<file path="config.mk">
export PLATFORM = sky130hd
export DESIGN_NAME = axi_axis_fifo_reader
export DESIGN_NICKNAME = d
export VERILOG_FILES = /design/src/rtl/axi_axis_fifo_reader.sv
export SDC_FILE = /design/constraint.sdc
export NUM_CORES = 1
export LEC_CHECK = 0
export ABC_AREA = 1
export CAP_MARGIN = 5
export CORE_UTILIZATION = 35
export DETAILED_ROUTE_END_ITERATION = 7
export DONT_BUFFER_PORTS = 1
export MAX_ROUTING_LAYER = met4
export PLACE_DENSITY = 0.49
export SYNTH_ARGS = -nofsm -noshare
export SYNTH_HDL_FRONTEND = slang
export SYNTH_SLANG_ARGS = --single-unit
</file>
<file path="constraint.sdc">
create_clock -name aclk -period 4.32 [get_ports aclk]
set_input_delay 0.432 -clock aclk [delete_from_list [all_inputs] [get_ports aclk]]
set_output_delay 0.432 -clock aclk [all_outputs]
set_load 0.02 [all_outputs]
</file>
<file path="src/rtl/axi_axis_fifo_reader.sv">
// AXI4-Stream capture FIFO exposed to software over AXI4-Lite.
// DATA pops the head, STATUS reports fill/flags, CONTROL sets mode/flush/clear, DROPS counts discards.
module axi_axis_fifo_reader #(
  parameter int AXI_ADDR_WIDTH  = 12,
  parameter int AXI_DATA_WIDTH  = 32,
  parameter int AXIS_DATA_WIDTH = 16,
  parameter int FIFO_DEPTH      = 16
) (
  input  logic                       aclk,
  input  logic                       aresetn,
  input  logic [AXI_ADDR_WIDTH-1:0]  s_axi_awaddr,
  input  logic                       s_axi_awvalid,
  output logic                       s_axi_awready,
  input  logic [AXI_DATA_WIDTH-1:0]  s_axi_wdata,
  input  logic                       s_axi_wvalid,
  output logic                       s_axi_wready,
  output logic [1:0]                 s_axi_bresp,
  output logic                       s_axi_bvalid,
  input  logic                       s_axi_bready,
  input  logic [AXI_ADDR_WIDTH-1:0]  s_axi_araddr,
  input  logic                       s_axi_arvalid,
  output logic                       s_axi_arready,
  output logic [AXI_DATA_WIDTH-1:0]  s_axi_rdata,
  output logic [1:0]                 s_axi_rresp,
  output logic                       s_axi_rvalid,
  input  logic                       s_axi_rready,
  input  logic [AXIS_DATA_WIDTH-1:0] s_axis_tdata,
  input  logic                       s_axis_tvalid,
  output logic                       s_axis_tready
);

  localparam int PW = $clog2(FIFO_DEPTH);
  localparam int LW = PW + 1;
  localparam logic [LW-1:0] DEPTH_L = LW'(FIFO_DEPTH);

  localparam logic [1:0] A_DATA   = 2'd0;
  localparam logic [1:0] A_STATUS = 2'd1;
  localparam logic [1:0] A_CTRL   = 2'd2;
  localparam logic [1:0] A_DROPS  = 2'd3;

  localparam logic [0:0] R_IDLE = 1'b0;
  localparam logic [0:0] R_DATA = 1'b1;
  localparam logic [0:0] W_IDLE = 1'b0;
  localparam logic [0:0] W_RESP = 1'b1;

  localparam logic [1:0] RESP_OKAY   = 2'b00;
  localparam logic [1:0] RESP_SLVERR = 2'b10;

  logic [AXIS_DATA_WIDTH-1:0] mem_q [FIFO_DEPTH];
  logic [PW-1:0]              wr_ptr_q, wr_ptr_d;
  logic [PW-1:0]              rd_ptr_q, rd_ptr_d;
  logic [LW-1:0]              level_q, level_d;
  logic                       mode_q, mode_d;
  logic                       ovf_q, ovf_d;
  logic [31:0]                drops_q, drops_d;
  logic [0:0]                 r_state_q, r_state_d;
  logic [0:0]                 w_state_q, w_state_d;
  logic [AXI_DATA_WIDTH-1:0]  rdata_q, rdata_d;
  logic [1:0]                 rresp_q, rresp_d;
  logic                       arready_q, rvalid_q;
  logic                       awready_q, wready_q, bvalid_q;
  logic                       tready_q;

  logic                       ar_hs_s, w_hs_s, ctrl_wr_s, flush_s, clear_s;
  logic                       empty_s, full_s, full_d_s;
  logic                       beat_s, pop_s, push_s, drop_s;
  logic [1:0]                 ar_sel_s;
  logic [AXI_DATA_WIDTH-1:0]  status_s;
  logic                       unused_s;

  assign unused_s  = ^{s_axi_araddr, s_axi_awaddr, s_axi_wdata};

  assign ar_sel_s  = s_axi_araddr[3:2];
  assign ar_hs_s   = s_axi_arvalid && arready_q;
  assign w_hs_s    = s_axi_awvalid && s_axi_wvalid && awready_q && wready_q;
  assign ctrl_wr_s = w_hs_s && (s_axi_awaddr[3:2] == A_CTRL);
  assign flush_s   = ctrl_wr_s && s_axi_wdata[0];
  assign clear_s   = ctrl_wr_s && s_axi_wdata[1];

  assign empty_s   = (level_q == '0);
  assign full_s    = (level_q == DEPTH_L);
  assign beat_s    = s_axis_tvalid && tready_q;
  assign pop_s     = ar_hs_s && (ar_sel_s == A_DATA) && !empty_s;
  // A beat at full still lands when a pop frees a slot in the same cycle.
  assign push_s    = beat_s && (!full_s || pop_s);
  assign drop_s    = beat_s && full_s && !pop_s;
  assign full_d_s  = (level_d == DEPTH_L);

  always_comb begin
    status_s          = '0;
    status_s[0]       = empty_s;
    status_s[1]       = full_s;
    status_s[2]       = ovf_q;
    status_s[3]       = mode_q;
    status_s[16 +: LW] = level_q;
  end

  always_comb begin
    wr_ptr_d = wr_ptr_q;
    rd_ptr_d = rd_ptr_q;
    level_d  = level_q;
    if (flush_s) begin
      wr_ptr_d = '0;
      rd_ptr_d = '0;
      level_d  = '0;
    end else begin
      if (push_s) wr_ptr_d = wr_ptr_q + 1'b1;
      else        wr_ptr_d = wr_ptr_q;
      if (pop_s)  rd_ptr_d = rd_ptr_q + 1'b1;
      else        rd_ptr_d = rd_ptr_q;
      case ({push_s, pop_s})
        2'b10:   level_d = level_q + 1'b1;
        2'b01:   level_d = level_q - 1'b1;
        default: level_d = level_q;
      endcase
    end
  end

  // Clear outranks a same-cycle drop; a flush-cycle beat is neither stored nor counted.
  always_comb begin
    mode_d  = mode_q;
    ovf_d   = ovf_q;
    drops_d = drops_q;
    if (clear_s) begin
      ovf_d   = 1'b0;
      drops_d = 32'd0;
    end else if (drop_s && !flush_s) begin
      ovf_d   = 1'b1;
      drops_d = (drops_q == 32'hFFFF_FFFF) ? drops_q : drops_q + 32'd1;
    end else begin
      ovf_d   = ovf_q;
      drops_d = drops_q;
    end
    if (ctrl_wr_s) mode_d = s_axi_wdata[2];
    else           mode_d = mode_q;
  end

  always_comb begin
    rdata_d   = rdata_q;
    rresp_d   = rresp_q;
    r_state_d = r_state_q;
    case (r_state_q)
      R_IDLE: begin
        if (ar_hs_s) begin
          r_state_d = R_DATA;
          rresp_d   = RESP_OKAY;
          case (ar_sel_s)
            A_DATA: begin
              if (empty_s) begin
                rdata_d = '0;
                rresp_d = RESP_SLVERR;
              end else begin
                rdata_d = AXI_DATA_WIDTH'(mem_q[rd_ptr_q]);
              end
            end
            A_STATUS: rdata_d = status_s;
            A_CTRL:   rdata_d = AXI_DATA_WIDTH'({mode_q, 2'b00});
            A_DROPS:  rdata_d = AXI_DATA_WIDTH'(drops_q);
            default:  rdata_d = '0;
          endcase
        end else begin
          r_state_d = R_IDLE;
        end
      end
      R_DATA: begin
        if (s_axi_rready) r_state_d = R_IDLE;
        else              r_state_d = R_DATA;
      end
      default: r_state_d = R_IDLE;
    endcase
  end

  always_comb begin
    w_state_d = w_state_q;
    case (w_state_q)
      W_IDLE: begin
        if (w_hs_s) w_state_d = W_RESP;
        else        w_state_d = W_IDLE;
      end
      W_RESP: begin
        if (s_axi_bready) w_state_d = W_IDLE;
        else              w_state_d = W_RESP;
      end
      default: w_state_d = W_IDLE;
    endcase
  end

  // Handshake outputs are registered from next-state so they are all 0 in reset.
  always_ff @(posedge aclk or negedge aresetn) begin
    if (!aresetn) begin
      wr_ptr_q  <= '0;
      rd_ptr_q  <= '0;
      level_q   <= '0;
      mode_q    <= 1'b0;
      ovf_q     <= 1'b0;
      drops_q   <= 32'd0;
      r_state_q <= R_IDLE;
      w_state_q <= W_IDLE;
      rdata_q   <= '0;
      rresp_q   <= 2'b00;
      arready_q <= 1'b0;
      rvalid_q  <= 1'b0;
      awready_q <= 1'b0;
      wready_q  <= 1'b0;
      bvalid_q  <= 1'b0;
      tready_q  <= 1'b0;
    end else begin
      wr_ptr_q  <= wr_ptr_d;
      rd_ptr_q  <= rd_ptr_d;
      level_q   <= level_d;
      mode_q    <= mode_d;
      ovf_q     <= ovf_d;
      drops_q   <= drops_d;
      r_state_q <= r_state_d;
      w_state_q <= w_state_d;
      rdata_q   <= rdata_d;
      rresp_q   <= rresp_d;
      arready_q <= (r_state_d == R_IDLE);
      rvalid_q  <= (r_state_d == R_DATA);
      awready_q <= (w_state_d == W_IDLE);
      wready_q  <= (w_state_d == W_IDLE);
      bvalid_q  <= (w_state_d == W_RESP);
      tready_q  <= mode_d || !full_d_s;
    end
  end

  // Storage needs no reset: pointers and level define what is valid.
  always_ff @(posedge aclk) begin
    if (push_s && !flush_s) mem_q[wr_ptr_q] <= s_axis_tdata;
  end

  assign s_axi_arready = arready_q;
  assign s_axi_rvalid  = rvalid_q;
  assign s_axi_rdata   = rdata_q;
  assign s_axi_rresp   = rresp_q;
  assign s_axi_awready = awready_q;
  assign s_axi_wready  = wready_q;
  assign s_axi_bvalid  = bvalid_q;
  assign s_axi_bresp   = 2'b00;
  assign s_axis_tready = tready_q;

endmodule

</file>
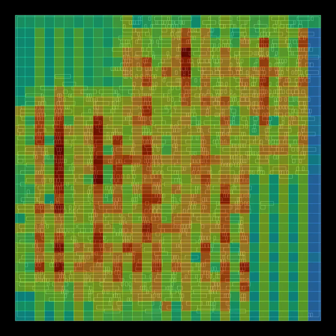
**Above:** run 1 (congestion heat map).
Tot GR Track Use: 0.186
detail-routed net length per standard cell: 17.3 um
met2 track utilization from global routing: 0.300

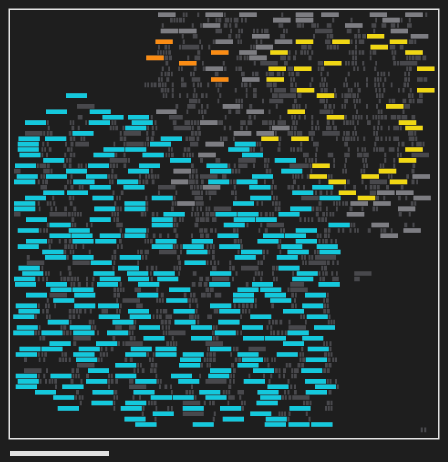
**Above:** run 1 (register map, names as in the netlist).
Bar = 50 um.
[`level_q`] orange | sequential cells: 5 | where: top middle
[`mem_q`] cyan | sequential cells: 256
[`drops_q`] yellow | sequential cells: 32 | where: top right
not colored: 48
final cell utilization of the core: 0.401
flip-flop and latch area: 0.00982 sq mm
flip-flop and latch share of the layout cell area: 0.541
Seq. pwr: 0.00431 W

==> flow_results.xml, run 1 <==
<?xml version="1.0" encoding="UTF-8"?>
<metrics>
  <group name="power">
    <metric name="cellPowerDensity" unit="mW/mm^2">595</metric>
  </group>
  <group name="placement">
    <metric name="routabilityCongestion" unit="">0.874</metric>
  </group>
  <group name="yosys">
    <metric name="synth.comb.largest_family" unit="">simple AND/OR/NAND/NOR gates</metric>
    <metric name="yosys.stat.chipArea" unit="sq mm">0.0160</metric>
    <metric name="yosysCellCount" unit="">1744</metric>
    <metric name="synthDistinctLibCells" unit="">35</metric>
    <metric name="ys_warns" unit="">0</metric>
    <metric name="synthesis.area" unit="sq mm">0.0160</metric>
    <metric name="post_synthesis_area_per_instance" unit="sq um">9.18</metric>
  </group>
  <group name="route">
    <metric name="detailedRoute.firstIterationViolations" unit="">788</metric>
    <metric name="top_layer" unit="">met4</metric>
  </group>
  <group name="setup_path">
    <metric name="timing.critical_path.to_type" unit="">flip-flop</metric>
    <metric name="slowest_stage" unit="">sky130_fd_sc_hd__nor2_2</metric>
    <metric name="worst-r2r-setup-slack" unit="ps">1340</metric>
    <metric name="timing.critical_path.from_type" unit="">flip-flop</metric>
    <metric name="worstRegToRegCells" unit="">8</metric>
  </group>
  <group name="grt">
    <metric name="maximum_number_of_pins_on_one_net_before_global_route_repair" unit="">131</metric>
    <metric name="global_route.usage.met3" unit="">0.0265</metric>
  </group>
  <group name="die">
    <metric name="fp.dieArea" unit="sq mm">0.0466</metric>
    <metric name="boundaryPins" unit="">122</metric>
    <metric name="die_w" unit="um">216</metric>
  </group>
  <group name="min_path">
    <metric name="hold_crit_endpoint" unit="">s_axi_bvalid</metric>
    <metric name="worst_hold_path_type" unit="">primary input to flip-flop</metric>
  </group>
  <group name="clock_tree">
    <metric name="clk_root_buf" unit="">sky130_fd_sc_hd__clkbuf_16</metric>
    <metric name="cts.sink_count" unit="">341</metric>
  </group>
  <group name="final_layout">
    <metric name="fillers" unit="">4576</metric>
    <metric name="design.final.nets" unit="">1844</metric>
    <metric name="layout_top_cells_excl_fill_tap" unit="">564 x sky130_fd_sc_hd__nand2_1, 257 x sky130_fd_sc_hd__inv_1, 256 x sky130_fd_sc_hd__edfxtp_1</metric>
    <metric name="total_area_of_multi_input_combinational_cells" unit="sq mm">0.00488</metric>
  </group>
  <group name="final_timing">
    <metric name="timing.fmax" unit="MHz">335</metric>
    <metric name="timing.hold.ws" unit="ps">69.3</metric>
    <metric name="maxSlewHeadroom" unit="">0.292</metric>
  </group>
  <group name="run_status">
    <metric name="status" unit="">finished, final reports clean</metric>
  </group>
</metrics>
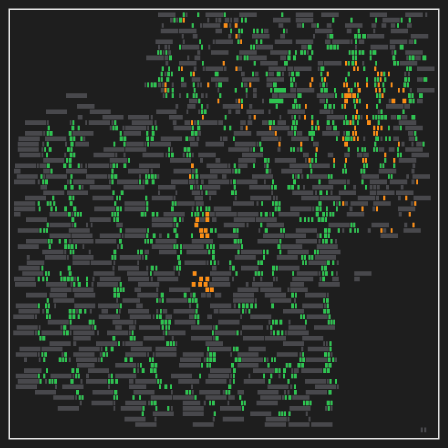
**Above:** run 1 (logic cells by family).
[NAND gates] green | cells: 829 | where: spread over the die
[NOR gates] orange | cells: 117
Top cell excl fill/tap: sky130_fd_sc_hd__nand2_1
tally of non-filler cells in the final layout: 2385
fraction of area in multi-input gates: 0.269

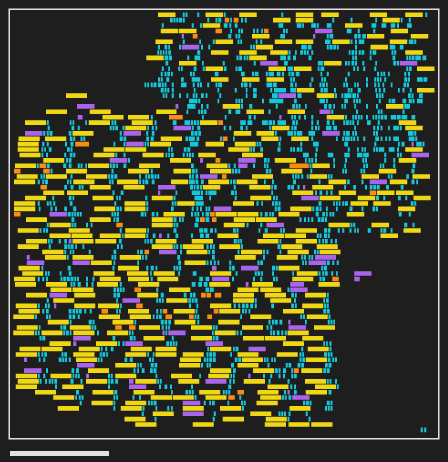
**Above:** run 1 (placement by cell class).
Bar = 50 um.
[all other logic] cyan | cells: 1331 | share of their area: 34%
[other buffers and delay cells] orange | cells: 40 | share of their area: 2.2%
[flops] yellow | cells: 341 | share of their area: 56%
[clock drivers and dummy loads] purple | cells: 72 | share of their area: 7.5%
Rows: 78
floorplan core area: 0.0453 sq mm
final non-filler cell area: 0.0181 sq mm

[run 1: power breakdown]
group	switching, W	internal, W
Clock	0.00141	0.00199
Sequential	0.000364	0.00395
Combinational	0.00224	0.000844
Total	0.00401	0.00678
[run 1: repair_timing]
action,in CTS,in global routing
endpoints found under the hold margin,342,0
hold buffers,19,0
setup endpoints to repair,0,0
[run 1: through the flow]
step                total power [W]  cells
floorplan                   0.00636   1746
global placement            0.00739   2293
detailed placement          0.00741   2293
CTS                          0.0109   2384
global route                 0.0114   2384
finish                       0.0108   2385
[run 1: Yosys cell counts (all sizes together)]
library cell,count,area (sq um)
a211oi,2,15.0
a21oi,31,155
a221oi,1,8.76
a31oi,2,12.5
buf,39,250
clkbuf,35,131
clkinv,2,7.51
conb,1,3.75
dfrtp,85,2130
edfxtp,256,7690
ha,9,113
inv,262,983
nand2,585,2260
nand3,240,1220
nand3b,1,7.51
nand4,3,18.8
nor2,114,450
nor3,3,15.0
o21ai,38,269
o22ai,5,31.3
o31ai,11,82.6
xnor2,7,61.3
xor2,12,105
[run 1: state kept, by name, summed over array words and instances, names as in the netlist, 4 cells and up]
register	count
drops_q	32
level_q	5
s_axi_rdata	32
wr_ptr_q	4
mem_q	256
rd_ptr_q	4
[run 1: cell type report]
cell class                 instances  share of cell area
antenna                            1            0.000138
clock buffer                      51              0.0603
clock inverter                    21              0.0118
inverter                         264              0.0548
multi-input combinational       1067               0.269
sequential                       341               0.541
tap                              600              0.0414
timing repair buffer              40              0.0215
[run 1: worst min-delay path, stage by stage]
cell                      delay, ps
sky130_fd_sc_hd__inv_1           30
sky130_fd_sc_hd__nand2_1         30
sky130_fd_sc_hd__o21ai_0         90
**Run 1: wiring by layer**

Bar = 50 um. Two of the layers only.
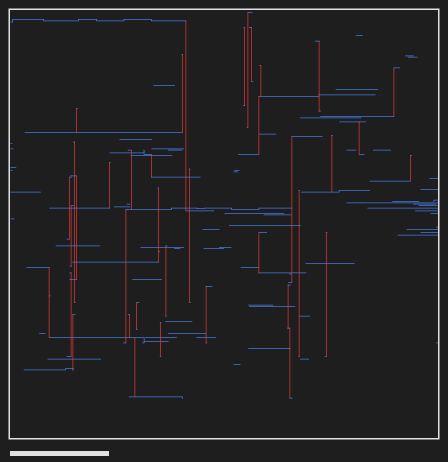

==> run 2, diff against run 1 <==
==> constraint.sdc (replaced) <==
create_clock -name aclk -period 2.8 [get_ports aclk]
set_input_delay 0.28 -clock aclk [delete_from_list [all_inputs] [get_ports aclk]]
set_output_delay 0.28 -clock aclk [all_outputs]
set_load 0.02 [all_outputs]
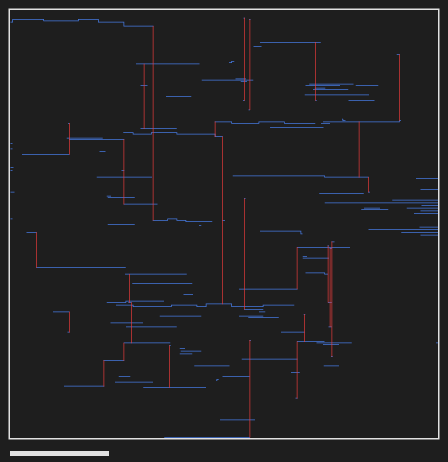
**Above:** run 2 (wiring by layer).
Bar = 50 um. Two of the layers only.
[met4] red | wire length: 855 um
[met3] blue | wire length: 1800 um
total number of vias: 11.4k
detail-routed net length per standard cell: 17.4 um
Tot GR Track Use: 0.192
drt total wl: 42200 um

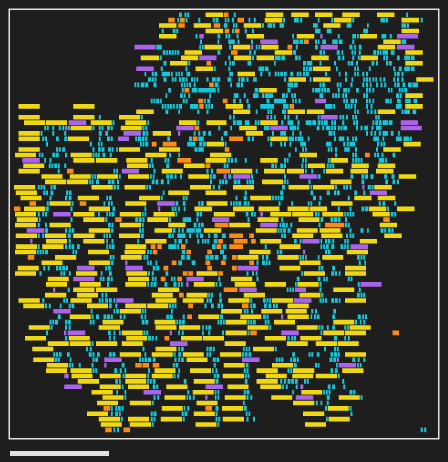
**Above:** run 2 (placement by cell class).
Bar = 50 um.
[other buffers and delay cells] orange | cells: 78 | share of their area: 4.3%
[flops] yellow | cells: 341 | share of their area: 55%
[clock drivers and dummy loads] purple | cells: 72 | share of their area: 7.5%
[all other logic] cyan | cells: 1331 | share of their area: 33%
final cell utilization of the core: 0.410
flip-flop and latch share of the layout cell area: 0.529

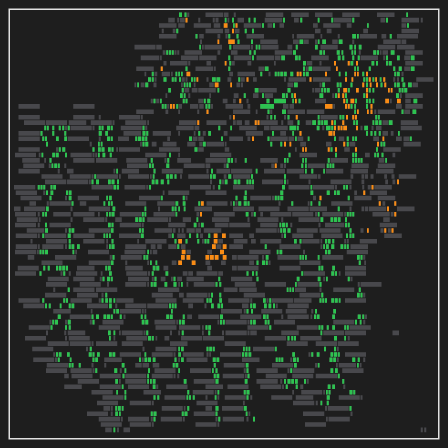
**Above:** run 2 (logic cells by family).
[NOR gates] orange | cells: 117
[NAND gates] green | cells: 829 | where: spread over the die
fraction of area in multi-input gates: 0.264
tally of non-filler cells in the final layout: 2425

==> run 2 against run 1 <==
Net effect:
- die size unchanged
- sequential power increased by 55%
- critical path type unchanged
- global-route usage up 0.59 points
- combinational power is 61% higher
- final area up 2.4%
- first-iteration DRC count shrank 6.1%
- synthesized cell count is the same
- flip-flop count stayed put
- power grew 57%
==> flow_results.xml, run 2 <==
<?xml version="1.0" encoding="UTF-8"?>
<metrics>
  <group name="yosys">
    <metric name="post_synthesis_area_per_instance" unit="sq um">9.18</metric>
    <metric name="top_cells_by_area" unit="">sky130_fd_sc_hd__edfxtp_1 48%, sky130_fd_sc_hd__dfrtp_1 13%, sky130_fd_sc_hd__nand2_1 13%</metric>
    <metric name="synthMostInstantiatedCell" unit="">sky130_fd_sc_hd__nand2_1</metric>
    <metric name="ys_warns" unit="">0</metric>
    <metric name="synth-async-reset-ratio" unit="">0.249</metric>
    <metric name="yosys.stat.chipArea" unit="sq mm">0.0160</metric>
    <metric name="top_cell_area_share" unit="">0.480</metric>
    <metric name="synthDistinctLibCells" unit="">35</metric>
    <metric name="synthesis.area" unit="sq mm">0.0160</metric>
    <metric name="synth-edff-count" unit="">256</metric>
  </group>
  <group name="clock_tree">
    <metric name="clk_root_buf" unit="">sky130_fd_sc_hd__clkbuf_16</metric>
    <metric name="postCtsHoldBufs" unit="">23</metric>
  </group>
  <group name="placement">
    <metric name="dpl.cell_count" unit="">2324</metric>
    <metric name="routabilityCongestion" unit="">0.873</metric>
  </group>
  <group name="final_layout">
    <metric name="design.final.nets" unit="">1881</metric>
    <metric name="area.sequential" unit="sq mm">0.00982</metric>
    <metric name="layout_top_cells_excl_fill_tap" unit="">564 x sky130_fd_sc_hd__nand2_1, 257 x sky130_fd_sc_hd__inv_1, 256 x sky130_fd_sc_hd__edfxtp_1</metric>
    <metric name="layout_top_cell" unit="">sky130_fd_sc_hd__nand2_1</metric>
    <metric name="total_area_of_multi_input_combinational_cells" unit="sq mm">0.00490</metric>
  </group>
  <group name="die">
    <metric name="die_w" unit="um">216</metric>
    <metric name="rows" unit="">78</metric>
    <metric name="fp.dieArea" unit="sq mm">0.0466</metric>
    <metric name="floorplan_core_area" unit="sq mm">0.0453</metric>
  </group>
  <group name="grt">
    <metric name="grt_util_met2" unit="">0.300</metric>
    <metric name="maximum_number_of_pins_on_one_net_before_global_route_repair" unit="">131</metric>
    <metric name="global_route.usage.met3" unit="">0.0361</metric>
  </group>
  <group name="final_timing">
    <metric name="timing.fmax" unit="MHz">402</metric>
    <metric name="timing.hold.ws" unit="ps">36.8</metric>
  </group>
  <group name="setup_path">
    <metric name="timing.critical_path.from_type" unit="">flip-flop</metric>
    <metric name="worst-r2r-setup-slack" unit="ps">310</metric>
  </group>
  <group name="route">
    <metric name="detailedRoute.firstIterationViolations" unit="">740</metric>
  </group>
  <group name="run_status">
    <metric name="status" unit="">finished, final reports clean</metric>
  </group>
  <group name="min_path">
    <metric name="worst_hold_path_type" unit="">primary input to flip-flop</metric>
  </group>
</metrics>
run 2: netlist changes by cell type in the layout (fill, tap and decap cells not counted), sizes merged, moves of 2 or more:
cell	delta
bufinv	+3
dlygate4sd3	+4
diode	+2
clkbuf	-3
clkinv	+3
inv	-2
buf	+34
run 2: cell families (layout without fill, tap and decap cells):
group	Yosys count	in the layout	synth area share
and+or+nand+nor	946	946	0.248
DFF	341	341	0.613
buffers and inverters	338	414	0.0857
AOI/OAI and AO/OA	90	90	0.0359
xor gates and xnor gates	19	19	0.0104
adders and majority gates	9	9	0.00703
other	1	6	0.000234
run 2: how the worst max path moves through the flow:
stage	to	slack, ps	depth (start not counted)
2_1_floorplan	s_axis_tready	480	18
3_3_place_gp	s_axis_tready	100	17
3_5_place_dp	s_axis_tready	120	17
4_1_cts	s_axis_tready	110	18
5_1_grt	s_axis_tready	10	18
6_report	s_axis_tready	310	18
run 2: final cells by class:
| cell class | count | share of cell area |
|---|---|---|
| Tap cell | 600 | 0.0404 |
| Timing Repair Buffer | 78 | 0.0416 |
| Clock buffer | 48 | 0.0555 |
| Inverter | 264 | 0.0535 |
| Clock inverter | 24 | 0.0160 |
| Sequential cell | 341 | 0.529 |
| Multi-Input combinational cell | 1067 | 0.264 |
| Antenna cell | 3 | 0.000404 |
run 2: power breakdown:
group,total (W),internal [W],leakage [nW],switching [W]
registers,0.00667,0.00609,3.41,0.000584
logic,0.00496,0.00147,3.95,0.00349
clock network,0.00529,0.00319,0.636,0.00210
total,0.0169,0.0107,7.99,0.00617
run 2: metal layers:
layer	wire, um	vias to the layer above
met3	1800	59
met2	19700	200
met1	19900	5463
li1	-	5696
met5	0	-
met4	854	0
==> run 3, diff against run 2 <==
--- a/config.mk
+++ b/config.mk
@@ -12,6 +12,7 @@
 export DONT_BUFFER_PORTS = 1
 export MAX_ROUTING_LAYER = met4
 export PLACE_DENSITY = 0.49
+export SKIP_LAST_GASP = 1
 export SYNTH_ARGS = -nofsm -noshare
 export SYNTH_HDL_FRONTEND = slang
 export SYNTH_SLANG_ARGS = --single-unit
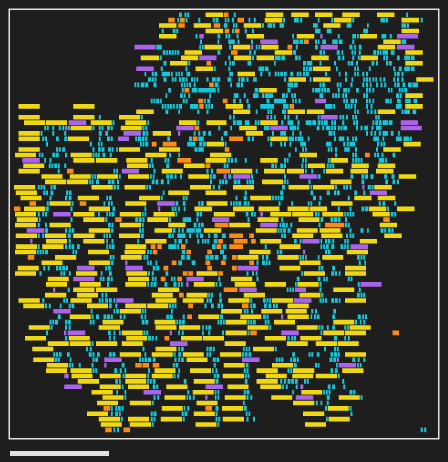
**Above:** run 3 (placement by cell class).
Bar = 50 um.
[flops] yellow | cells: 341 | share of their area: 55%
[all other logic] cyan | cells: 1331 | share of their area: 33%
[clock drivers and dummy loads] purple | cells: 72 | share of their area: 7.5%
[other buffers and delay cells] orange | cells: 78 | share of their area: 4.3%
final non-filler cell area: 0.0186 sq mm

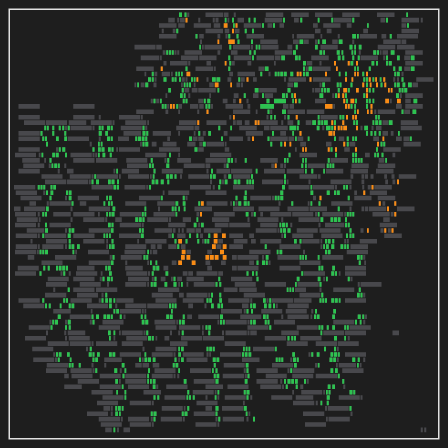
**Above:** run 3 (logic cells by family).
[NOR gates] orange | cells: 117
[NAND gates] green | cells: 829 | where: spread over the die

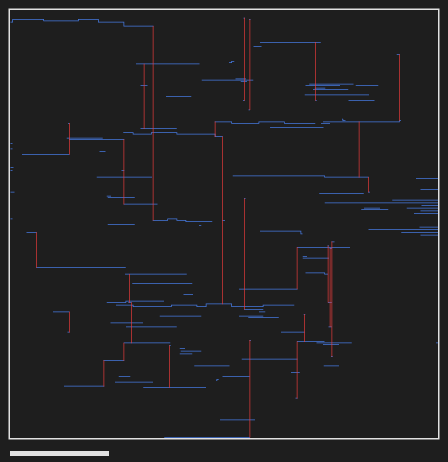
**Above:** run 3 (wiring by layer).
Bar = 50 um. Two of the layers only.
[met3] blue | wire length: 1800 um
[met4] red | wire length: 855 um

==> run 3 against run 2 <==
Net effect:
- final area unchanged
- via count unchanged
- sequential power about the same
- register-to-register slack about the same
- flip-flop count unchanged
- count of clock-buffer cells in the layout unchanged
==> flow_results.xml, run 3 <==
<?xml version="1.0" encoding="UTF-8"?>
<metrics>
  <group name="setup_path">
    <metric name="timing.critical_path.to_type" unit="">flip-flop</metric>
    <metric name="timing.critical_path.from_type" unit="">flip-flop</metric>
    <metric name="slowest_stage" unit="">sky130_fd_sc_hd__dfrtp_2</metric>
    <metric name="worstRegToRegCells" unit="">18</metric>
  </group>
  <group name="clock_tree">
    <metric name="clk_root_buf" unit="">sky130_fd_sc_hd__clkbuf_16</metric>
    <metric name="cts.sink_count" unit="">341</metric>
    <metric name="postCtsHoldBufs" unit="">23</metric>
  </group>
  <group name="final_layout">
    <metric name="design.final.nets" unit="">1881</metric>
    <metric name="largest_register_ffs" unit="">256</metric>
    <metric name="layout_top_cell" unit="">sky130_fd_sc_hd__nand2_1</metric>
  </group>
  <group name="yosys">
    <metric name="netlist_top_cells_count" unit="">564 x sky130_fd_sc_hd__nand2_1, 259 x sky130_fd_sc_hd__inv_1, 256 x sky130_fd_sc_hd__edfxtp_1</metric>
    <metric name="synth-edff-count" unit="">256</metric>
    <metric name="synthDominantAreaCellType" unit="">sky130_fd_sc_hd__edfxtp_1</metric>
    <metric name="post_synthesis_area_per_instance" unit="sq um">9.18</metric>
    <metric name="yosysCellCount" unit="">1744</metric>
    <metric name="yosys_most_used_dff" unit="">sky130_fd_sc_hd__edfxtp_1</metric>
    <metric name="synthMostInstantiatedCell" unit="">sky130_fd_sc_hd__nand2_1</metric>
    <metric name="synthesis.area" unit="sq mm">0.0160</metric>
    <metric name="ys_warns" unit="">0</metric>
  </group>
  <group name="min_path">
    <metric name="worst_hold_path_type" unit="">primary input to flip-flop</metric>
  </group>
  <group name="route">
    <metric name="routed_wl" unit="um">42200</metric>
    <metric name="post_drt_wl_per_cell" unit="um">17.4</metric>
    <metric name="top_layer" unit="">met4</metric>
    <metric name="m1WireLength" unit="um">19900</metric>
  </group>
  <group name="grt">
    <metric name="grt.total_usage" unit="">0.192</metric>
    <metric name="maximum_number_of_pins_on_one_net_before_global_route_repair" unit="">131</metric>
  </group>
  <group name="final_timing">
    <metric name="maxSlewHeadroom" unit="">0.437</metric>
    <metric name="timing.fmax" unit="MHz">402</metric>
  </group>
  <group name="power">
    <metric name="cellInternalPower" unit="W">0.0107</metric>
    <metric name="netSwitchingPower" unit="W">0.00617</metric>
    <metric name="power.sequential.fraction" unit="">0.394</metric>
    <metric name="cellPowerDensity" unit="mW/mm^2">911</metric>
    <metric name="switching_part_of_the_total" unit="">0.365</metric>
  </group>
  <group name="die">
    <metric name="fp.dieArea" unit="sq mm">0.0466</metric>
    <metric name="boundaryPins" unit="">122</metric>
  </group>
  <group name="run_status">
    <metric name="status" unit="">finished, final reports clean</metric>
  </group>
</metrics>
run 3: cell counts after synthesis:
Identical to the previous run, type by type.
run 3: cell type report:
class	instances	area, sq um
clock buffers	48	1030
clock inverters	24	297
repair buffers	78	773
well taps	600	751
multi-input cells	1067	4900
inverters	264	993
flip-flops and latches	341	9820
diodes	3	7.51
fillers	4513	26700
run 3: logic make-up (layout without fill, tap and decap cells):
group	count (synthesis)	after routing	share of synthesized area
other	1	6	0.000234
XOR/XNOR	19	19	0.0104
AND-OR/OR-AND	90	90	0.0359
buffers and inverters	338	414	0.0857
flip-flops	341	341	0.613
AND/OR/NAND/NOR	946	946	0.248
adder cells (fa/ha/maj)	9	9	0.00703
run 3: routing by layer:
layer | vias up | global-route usage
met3 | 59 | 0.0361
met1 | 5463 | 0.256
met4 | 0 | 0.0491
met2 | 200 | 0.300
met5 | - | -
li1 | 5696 | -
run 3: power groups by stage:
stage	Clock (W)	Sequential, W	Combinational, W
CTS	0.00544	0.00668	0.00500
finish	0.00529	0.00667	0.00496
global placement	0	0.00676	0.00485
global route	0.00562	0.00674	0.00557
floorplan	0	0.00663	0.00318
detailed placement	0	0.00678	0.00486
run 3: stage by stage:
stage,util,instance area [sq um],worst slack (ps),instances
floorplan,-,16000,479,1746
global placement,0.374,16900,103,2324
global route,0.410,18600,14.6,2425
detailed placement,0.374,16900,120,2324
CTS,0.409,18500,107,2419
finish,0.410,18600,311,2425
run 3: worst max path at each step:
stage,startpoint,end,slack [ps],depth (start not counted)
after CTS,level_q[2],s_axis_tready,110,18
after global placement,s_axi_arready,s_axis_tready,100,17
after floorplan,level_q[1],s_axis_tready,480,18
final,level_q[2],s_axis_tready,310,18
after detailed placement,s_axi_arready,s_axis_tready,120,17
after global routing,level_q[2],s_axis_tready,10,18
No activity file was given, so power comes from the tool's default toggle rates.
